Run 1, M1 wires:
Bar = 100 um. Cells faint in the background.
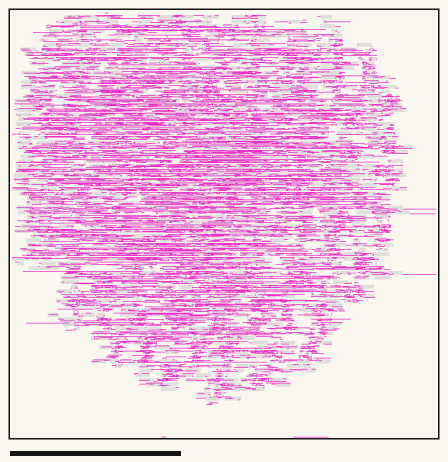
Run 1, met2 routing:
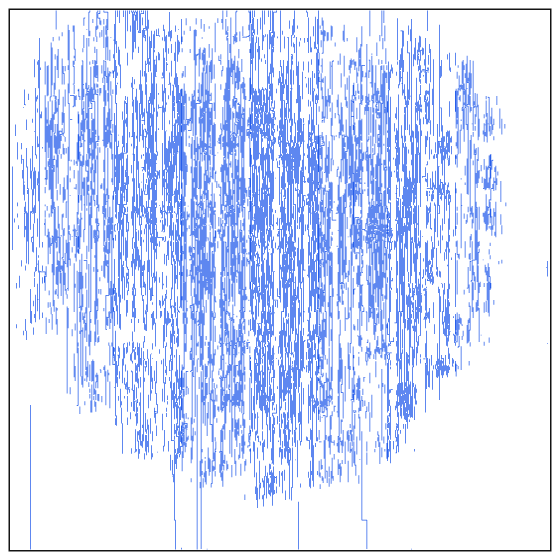
Run 1, the metal 3 layer:
Bar = 100 um.
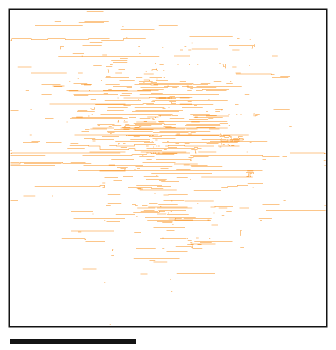
Run 1, signal wires on met4:
Bar = 100 um.
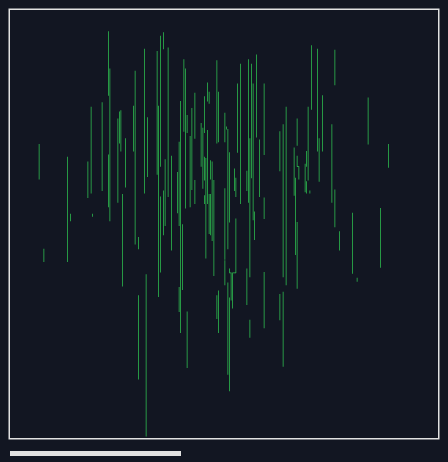
==> src/rtl/ddr4_cmd_pkg.sv <==
// Shared types and constants for the DDR4 command issuer and its bank table.
package ddr4_cmd_pkg;

  typedef enum logic [2:0] {
    S_IDLE,
    S_DECIDE,
    S_PRE,
    S_WAIT_RP,
    S_ACT,
    S_WAIT_RCD,
    S_COL
  } state_e;

  // {ras_n, cas_n, we_n} carried on A16..A14 when act_n=1
  localparam logic [2:0] CMD_RD  = 3'b101;
  localparam logic [2:0] CMD_WR  = 3'b100;
  localparam logic [2:0] CMD_PRE = 3'b010;

  localparam int CMD_HI_POS = 16;
  localparam int CMD_LO_POS = 14;
  localparam int A10_POS    = 10;

  function automatic int cnt_width(input int trcd, input int trp, input int tras,
                                   input int tccd);
    int m;
    m = trcd;
    if (trp > m) m = trp;
    if (tras > m) m = tras;
    if (tccd > m) m = tccd;
    return $clog2(m) + 1;
  endfunction

endpackage

==> src/rtl/ddr4_cmd_issuer_bank_state_table.sv <==
// Per-bank open/row state with tRAS and tRP down-counters; one lookup port,
// updated by ACT/PRE strobes aimed at the looked-up bank.
module bank_state_table
  import ddr4_cmd_pkg::*;
#(
  parameter int BGWIDTH   = 2,
  parameter int BAWIDTH   = 2,
  parameter int ADDRWIDTH = 17,
  parameter int TRAS      = 10,
  parameter int TRP       = 4,
  parameter int CNT_W     = 5
) (
  input  logic                       clk,
  input  logic                       reset_n,
  input  logic [BGWIDTH+BAWIDTH-1:0] lk_bank_i,
  output logic                       lk_open_o,
  output logic [ADDRWIDTH-1:0]       lk_row_o,
  output logic                       lk_tras_zero_o,
  output logic                       lk_trp_zero_o,
  output logic                       lk_trp_last_o,
  input  logic                       act_i,
  input  logic                       pre_i,
  input  logic [ADDRWIDTH-1:0]       act_row_i
);

  localparam int NB = 2 ** (BGWIDTH + BAWIDTH);

  logic                 open_q [NB];
  logic [ADDRWIDTH-1:0] row_q  [NB];
  logic [CNT_W-1:0]     tras_q [NB];
  logic [CNT_W-1:0]     trp_q  [NB];

  assign lk_open_o      = open_q[lk_bank_i];
  assign lk_row_o       = row_q[lk_bank_i];
  assign lk_tras_zero_o = (tras_q[lk_bank_i] == '0);
  assign lk_trp_zero_o  = (trp_q[lk_bank_i] == '0);
  // lets the FSM leave WAIT_RP so the ACT lands on the cycle tRP expires
  assign lk_trp_last_o  = (trp_q[lk_bank_i] <= CNT_W'(1));

  always_ff @(posedge clk or negedge reset_n) begin
    if (!reset_n) begin
      for (int i = 0; i < NB; i++) begin
        open_q[i] <= 1'b0;
        row_q[i]  <= '0;
        tras_q[i] <= '0;
        trp_q[i]  <= '0;
      end
    end else begin
      for (int i = 0; i < NB; i++) begin
        if (tras_q[i] != '0) tras_q[i] <= tras_q[i] - CNT_W'(1);
        if (trp_q[i] != '0)  trp_q[i]  <= trp_q[i] - CNT_W'(1);
      end
      if (act_i) begin
        open_q[lk_bank_i] <= 1'b1;
        row_q[lk_bank_i]  <= act_row_i;
        tras_q[lk_bank_i] <= CNT_W'(TRAS - 1);
      end
      if (pre_i) begin
        open_q[lk_bank_i] <= 1'b0;
        trp_q[lk_bank_i]  <= CNT_W'(TRP - 1);
      end
    end
  end

endmodule

==> src/rtl/ddr4_cmd_issuer.sv <==
// DDR4 command generator: one request at a time, minimal PRE/ACT/RD/WR
// sequence per request, timing enforced by tRCD/tRP/tRAS/tCCD down-counters.
//
// state    | meaning
// IDLE     | req_ready high, waiting for a request
// DECIDE   | compare request against the bank's open row
// PRE      | wait for tRAS, then precharge the bank
// WAIT_RP  | DES while tRP runs down
// ACT      | wait for tRP, then activate the requested row
// WAIT_RCD | DES while tRCD runs down
// COL      | wait for tCCD, then issue RD/WR
module ddr4_cmd_issuer
  import ddr4_cmd_pkg::*;
#(
  parameter int BGWIDTH   = 2,
  parameter int BAWIDTH   = 2,
  parameter int ADDRWIDTH = 17,
  parameter int COLWIDTH  = 10,
  parameter int TRCD      = 4,
  parameter int TRP       = 4,
  parameter int TRAS      = 10,
  parameter int TCCD      = 4
) (
  input  logic                 clk,
  input  logic                 reset_n,
  input  logic                 req_valid,
  output logic                 req_ready,
  input  logic                 req_we,
  input  logic [BGWIDTH-1:0]   req_bg,
  input  logic [BAWIDTH-1:0]   req_ba,
  input  logic [ADDRWIDTH-1:0] req_row,
  input  logic [COLWIDTH-1:0]  req_col,
  output logic                 act_n,
  output logic [ADDRWIDTH-1:0] A,
  output logic [BGWIDTH-1:0]   bg,
  output logic [BAWIDTH-1:0]   ba,
  output logic                 cs_n,
  output logic                 cke,
  output logic                 rd_issued,
  output logic                 wr_issued,
  output logic                 row_hit
);

  localparam int CNT_W = cnt_width(TRCD, TRP, TRAS, TCCD);

  state_e               state_q;
  logic                 req_we_q;
  logic [BGWIDTH-1:0]   req_bg_q;
  logic [BAWIDTH-1:0]   req_ba_q;
  logic [ADDRWIDTH-1:0] req_row_q;
  logic [COLWIDTH-1:0]  req_col_q;
  logic                 hit_q;
  logic [CNT_W-1:0]     rcd_q;
  logic [CNT_W-1:0]     tccd_q;

  logic                 ready_q, cke_q, cs_n_q, act_n_q;
  logic [ADDRWIDTH-1:0] a_q;
  logic [BGWIDTH-1:0]   bg_q;
  logic [BAWIDTH-1:0]   ba_q;
  logic                 rd_q, wr_q, row_hit_q;

  logic                 bk_open, bk_tras_zero, bk_trp_zero, bk_trp_last;
  logic [ADDRWIDTH-1:0] bk_row;
  logic                 act_stb, pre_stb;

  assign act_stb = (state_q == S_ACT) && bk_trp_zero;
  assign pre_stb = (state_q == S_PRE) && bk_tras_zero;

  bank_state_table #(
    .BGWIDTH  (BGWIDTH),
    .BAWIDTH  (BAWIDTH),
    .ADDRWIDTH(ADDRWIDTH),
    .TRAS     (TRAS),
    .TRP      (TRP),
    .CNT_W    (CNT_W)
  ) u_banks (
    .clk           (clk),
    .reset_n       (reset_n),
    .lk_bank_i     ({req_bg_q, req_ba_q}),
    .lk_open_o     (bk_open),
    .lk_row_o      (bk_row),
    .lk_tras_zero_o(bk_tras_zero),
    .lk_trp_zero_o (bk_trp_zero),
    .lk_trp_last_o (bk_trp_last),
    .act_i         (act_stb),
    .pre_i         (pre_stb),
    .act_row_i     (req_row_q)
  );

  always_ff @(posedge clk or negedge reset_n) begin
    if (!reset_n) begin
      state_q   <= S_IDLE;
      req_we_q  <= 1'b0;
      req_bg_q  <= '0;
      req_ba_q  <= '0;
      req_row_q <= '0;
      req_col_q <= '0;
      hit_q     <= 1'b0;
      rcd_q     <= '0;
      tccd_q    <= '0;
      ready_q   <= 1'b0;
      cke_q     <= 1'b0;
      cs_n_q    <= 1'b1;
      act_n_q   <= 1'b1;
      a_q       <= '0;
      bg_q      <= '0;
      ba_q      <= '0;
      rd_q      <= 1'b0;
      wr_q      <= 1'b0;
      row_hit_q <= 1'b0;
    end else begin
      cke_q     <= 1'b1;
      cs_n_q    <= 1'b1;
      act_n_q   <= 1'b1;
      a_q       <= '0;
      bg_q      <= '0;
      ba_q      <= '0;
      rd_q      <= 1'b0;
      wr_q      <= 1'b0;
      row_hit_q <= 1'b0;
      if (rcd_q != '0)  rcd_q  <= rcd_q - CNT_W'(1);
      if (tccd_q != '0) tccd_q <= tccd_q - CNT_W'(1);

      case (state_q)
        S_IDLE: begin
          // ready trails cke by one cycle out of reset
          ready_q <= cke_q;
          if (req_valid && ready_q) begin
            req_we_q  <= req_we;
            req_bg_q  <= req_bg;
            req_ba_q  <= req_ba;
            req_row_q <= req_row;
            req_col_q <= req_col;
            ready_q   <= 1'b0;
            state_q   <= S_DECIDE;
          end
        end
        S_DECIDE: begin
          hit_q <= bk_open && (bk_row == req_row_q);
          if (bk_open && (bk_row == req_row_q)) state_q <= S_COL;
          else if (bk_open)                     state_q <= S_PRE;
          else                                  state_q <= S_ACT;
        end
        S_PRE: begin
          if (bk_tras_zero) begin
            cs_n_q                       <= 1'b0;
            a_q[CMD_HI_POS:CMD_LO_POS]   <= CMD_PRE;
            bg_q                         <= req_bg_q;
            ba_q                         <= req_ba_q;
            state_q                      <= S_WAIT_RP;
          end
        end
        S_WAIT_RP: begin
          if (bk_trp_last) state_q <= S_ACT;
        end
        S_ACT: begin
          if (bk_trp_zero) begin
            cs_n_q  <= 1'b0;
            act_n_q <= 1'b0;
            a_q     <= req_row_q;
            bg_q    <= req_bg_q;
            ba_q    <= req_ba_q;
            rcd_q   <= CNT_W'(TRCD - 1);
            state_q <= S_WAIT_RCD;
          end
        end
        S_WAIT_RCD: begin
          if (rcd_q <= CNT_W'(1)) state_q <= S_COL;
        end
        S_COL: begin
          if (tccd_q == '0) begin
            cs_n_q                     <= 1'b0;
            a_q[CMD_HI_POS:CMD_LO_POS] <= req_we_q ? CMD_WR : CMD_RD;
            a_q[A10_POS]               <= 1'b0;
            a_q[COLWIDTH-1:0]          <= req_col_q;
            bg_q                       <= req_bg_q;
            ba_q                       <= req_ba_q;
            rd_q                       <= !req_we_q;
            wr_q                       <= req_we_q;
            row_hit_q                  <= hit_q;
            tccd_q                     <= CNT_W'(TCCD - 1);
            ready_q                    <= 1'b1;
            state_q                    <= S_IDLE;
          end
        end
        default: state_q <= S_IDLE;
      endcase
    end
  end

  assign req_ready = ready_q;
  assign cke       = cke_q;
  assign cs_n      = cs_n_q;
  assign act_n     = act_n_q;
  assign A         = a_q;
  assign bg        = bg_q;
  assign ba        = ba_q;
  assign rd_issued = rd_q;
  assign wr_issued = wr_q;
  assign row_hit   = row_hit_q;

endmodule
==> config.mk <==
export PLATFORM = sky130hd
export DESIGN_NAME = ddr4_cmd_issuer
export DESIGN_NICKNAME = d
export VERILOG_FILES = /design/src/rtl/ddr4_cmd_pkg.sv /design/src/rtl/ddr4_cmd_issuer_bank_state_table.sv /design/src/rtl/ddr4_cmd_issuer.sv
export SDC_FILE = /design/constraint.sdc
export NUM_CORES = 1
export LEC_CHECK = 0
export CORE_MARGIN = 1
export CORE_UTILIZATION = 40
export DETAILED_ROUTE_END_ITERATION = 6
export DONT_BUFFER_PORTS = 1
export GPL_TIMING_DRIVEN = 0
export PLACE_DENSITY_LB_ADDON = 0.3
export SYNTH_ARGS = -nofsm -noshare
export SYNTH_HDL_FRONTEND = slang
export SYNTH_SLANG_ARGS = --single-unit
==> constraint.sdc <==
create_clock -name clk -period 2.8 [get_ports clk]
set_input_delay 0.56 -clock clk [delete_from_list [all_inputs] [get_ports clk]]
set_output_delay 0.56 -clock clk [all_outputs]
set_load 0.005 [all_outputs]
==> flow_summary.ini, run 1 <==
; physical design summary
[cts]
h-tree-depth = 2
clk_pin_slew_worst_paths_ns = 0.07
tritoncts.num_buffers = 55
clk-insertion-delay-late_ns = 0.66
cts_sinks = 522
post_cts_resized = 427
cts_tree = built
cts.root.buffer_cell = sky130_fd_sc_hd__clkbuf_16

[floorplanning]
fp-utilization = 0.407
ios = 63
die.size.x_um = 250
tapCellCount = 782
chipArea_um2 = 62600
floorplan.core_area_um2 = 60600

[power]
seq_power_share = 0.329
combinationalPower_w = 0.0173
internal_power_w = 0.0224
peakVddDrop_v = 0.000666
sw_frac_of_total = 0.389
pg_clk_w = 0.00731
power_leader = combinational logic

[finish]
num-clock-buffers = 81
flow.area_growth_from_synthesis_pct = 28.2
layout.cells.most_common_list = sky130_fd_sc_hd__dfrtp_1 (520), sky130_fd_sc_hd__mux2_4 (245), sky130_fd_sc_hd__nor2_1 (167)
final_core_utilization = 0.521
regMostFlops = u_banks.row_q
combAreaFraction = 0.391
signal_buffer_area_fraction = 0.0966
largest_reg_flops = 272
num-nonclk-inverters = 77
area.share.sequential = 0.414
clkCellAreaFrac = 0.0572
area.combinational_um2 = 12400
comb.multi_input.count = 1279
finalNetCount = 2250
area.sequential_um2 = 13100
flop_count = 522
n_antenna_cell = 4

[yosys]
synthTopCellsByArea = sky130_fd_sc_hd__dfrtp_1 (53%), sky130_fd_sc_hd__mux2_2 (15%), sky130_fd_sc_hd__mux4_2 (5.5%), sky130_fd_sc_hd__nor2_1 (2.8%), sky130_fd_sc_hd__xnor2_1 (2.6%)
synthCells = 1999
postSynthNetCount = 2070
ys_sh_adder = 0.0183
most_common_cell = sky130_fd_sc_hd__dfrtp_1
synthesis.yosys.warnings = 0
yosysTopAreaCellShare = 0.528
synthTopCellsByCount = sky130_fd_sc_hd__dfrtp_1 (520), sky130_fd_sc_hd__mux2_2 (319), sky130_fd_sc_hd__nor2_1 (182)
asyncSetResetFlopFracSynth = 1.00
synth-simple-area-share = 0.101
ys_cells = 1999
enable_flop_cells = 0

[timing]
fin_ws_ns = -0.397
timing_max_transition_violations_final = 474
rsz0062_at_grt = yes
skew_ns = 0.0438
final-setup-viol-count = 441
count_of_endpoints_failing_hold_in_the_final_timing_report = 177
timing_worst_slew_pin_value_ns = 2.20
timing.hold.ws_ns = -0.284
timing.max_slew.rel_slack = -0.465
setup-tns-final_ns = -74.37

[global_routing]
layer_with_the_highest_usage = met2
first_global_vias = 17700
groute.usage.overall = 0.240
first_pass_grt_wire_length_um = 113000
grt_antenna_before_repair = 6
grt-ovfl-total = 0

[place]
port-buffer-count = 0
dp_worst_slack_ns = -1.50
cell_area_after_placement_um2 = 25600
dpl.hpwl_um = 46400
dp.cells = 2783

[status]
run_status = complete, but fails checks
violations_in_the_final_reports = negative hold slack, max-slew violations, negative setup slack

[route]
routed_via_density = 5.90
residual_drc_count = 0
route.met2.wl_um = 35600
post_drt_wl_per_cell_um = 26.3
dr.pass1.iters = 6

[critical_path]
crit-reg2reg-launch = req_bg_q[1]$_DFFE_PN0P_
critical_path_start = req_bg_q[1]$_DFFE_PN0P_
arrival_ns = 3.71
cpMostUsedCell = sky130_fd_sc_hd__clkbuf_2
rr_endpoint = u_banks.row_q[237]$_DFFE_PN0P_
r2r.worst_path.cells = 8
critPathSlowestCell = sky130_fd_sc_hd__clkbuf_2
required_ns = 3.32
worstSetupStartpointType = flip-flop
worst-path-max-fanout = 10

[job]
log.warning_count = 34

[hold_path]
min-delay-path-class = input port to asynchronous set/reset pin
About 'M1 wires':
nets with wire on the layer: 2169
share of all routed wire: 41%
wire length reported by the detailed router: 79000 um
detailed-route via count: 17.8k
met1 routing resource usage after global routing: 0.326

About 'met2 routing':
share of all routed wire: 45%
wire length on this layer: 35.6 mm
longest straight run: 99.6 um
met2 track utilization from global routing: 0.370

About 'the metal 3 layer':
nets with wire on the layer: 269
share of all routed wire: 7.8%
met3 Usage GRT: 0.0462

About 'signal wires on met4':
share of all routed wire: 5.6%
main direction: vertical

==> run 1 -> run 2 <==
--- a/config.mk
+++ b/config.mk
@@ -5,7 +5,7 @@
 export SDC_FILE = /design/constraint.sdc
 export NUM_CORES = 1
 export LEC_CHECK = 0
-export CORE_MARGIN = 1
+export CORE_MARGIN = 8
 export CORE_UTILIZATION = 40
 export DETAILED_ROUTE_END_ITERATION = 6
 export DONT_BUFFER_PORTS = 1
Run 2, signal wires on met4:
Bar = 100 um.
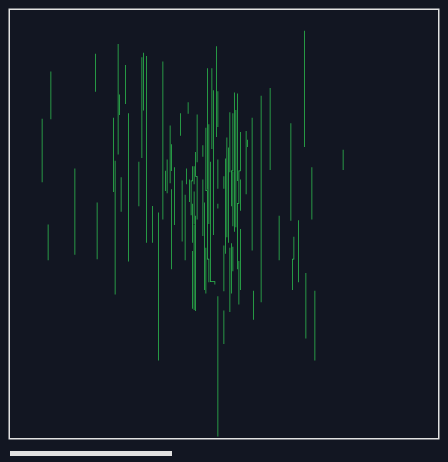
nets with wire on the layer: 61
share of all routed wire: 5.0%
main direction: vertical
detailed-route via count: 17.5k
wire length reported by the detailed router: 77100 um

==> flow_summary.ini, run 2 <==
; physical design summary
[status]
run_status = complete, but fails checks
violations_in_the_final_reports = negative hold slack, max-slew violations, negative setup slack

[timing]
fin_ws_ns = -0.337
timing.hold.ws_ns = -0.375
rsz0062_at_grt = yes
timing_max_transition_violations_final = 210
setup-tns-final_ns = -62.86
count_of_endpoints_failing_hold_in_the_final_timing_report = 479
final-setup-viol-count = 401
timing_worst_slew_pin_value_ns = 1.60
skew_ns = 0.0264

[finish]
num-nonclk-inverters = 76
n_antenna_cell = 6
combAreaFraction = 0.387
finalNetCount = 2226
layout.cells.most_common_list = sky130_fd_sc_hd__dfrtp_1 (520), sky130_fd_sc_hd__mux2_4 (180), sky130_fd_sc_hd__nor2_1 (167)
area.share.sequential = 0.423
num-clock-buffers = 86
comb.multi_input.count = 1279
regMostFlops = u_banks.row_q
area.combinational_um2 = 11900
final_core_utilization = 0.504
area.sequential_um2 = 13100

[floorplanning]
floorplan.core_area_um2 = 61300
ios = 63
tapCellCount = 790
chipArea_um2 = 69800
fp-utilization = 0.402
die.size.x_um = 264

[route]
dr.pass1.iters = 5
routed_via_density = 5.85
residual_drc_count = 0
post_drt_wl_per_cell_um = 25.8

[yosys]
synthesis.yosys.warnings = 0
synthTopCellsByCount = sky130_fd_sc_hd__dfrtp_1 (520), sky130_fd_sc_hd__mux2_2 (319), sky130_fd_sc_hd__nor2_1 (182)
yosysTopAreaCellShare = 0.528
ys_sh_adder = 0.0183
synthCells = 1999
ys_cells = 1999
synth-simple-area-share = 0.101
most_common_cell = sky130_fd_sc_hd__dfrtp_1
asyncSetResetFlopFracSynth = 1.00
postSynthNetCount = 2070
enable_flop_cells = 0

[critical_path]
worstSetupStartpointType = flip-flop
worst-path-max-fanout = 11
cpMostUsedCell = sky130_fd_sc_hd__buf_12
required_ns = 3.34
arrival_ns = 3.68
crit-reg2reg-launch = req_ba_q[1]$_DFFE_PN0P_
rr_endpoint = hit_q$_DFFE_PN0P_

[global_routing]
groute.usage.overall = 0.216
first_pass_grt_wire_length_um = 116000
grt-ovfl-total = 0
grt_antenna_before_repair = 4
met3_usage_grt = 0.0449
global_route.usage.met1 = 0.286
first_global_vias = 18200
layer_with_the_highest_usage = met2
grt_util_met2 = 0.340

[place]
dp_worst_slack_ns = -1.42
dpl.hpwl_um = 46700
cell_area_after_placement_um2 = 25600

[cts]
cts.root.buffer_cell = sky130_fd_sc_hd__clkbuf_16
clk_pin_slew_worst_paths_ns = 0.07
cts_tree = built
post_cts_resized = 539
tritoncts.num_buffers = 55
cts_sinks = 522

[power]
peakVddDrop_v = 0.000561
seq_power_share = 0.338
combinationalPower_w = 0.0162
power_leader = combinational logic

[hold_path]
min-delay-path-class = input port to asynchronous set/reset pin
Run 2, the clock network:
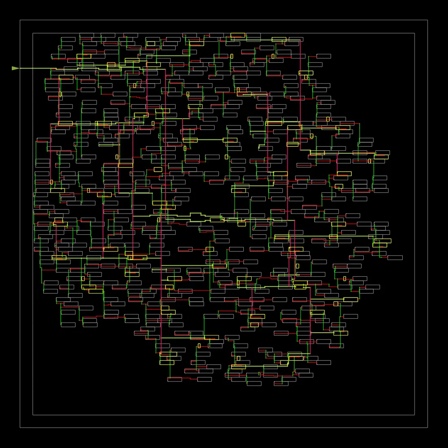
power attributed to the clock group: 0.00728 W
flop count: 522
clock latency on the worst-skew pair: 0.64 ns

Power figures rest on the tool's default switching activity, not on a simulated workload.
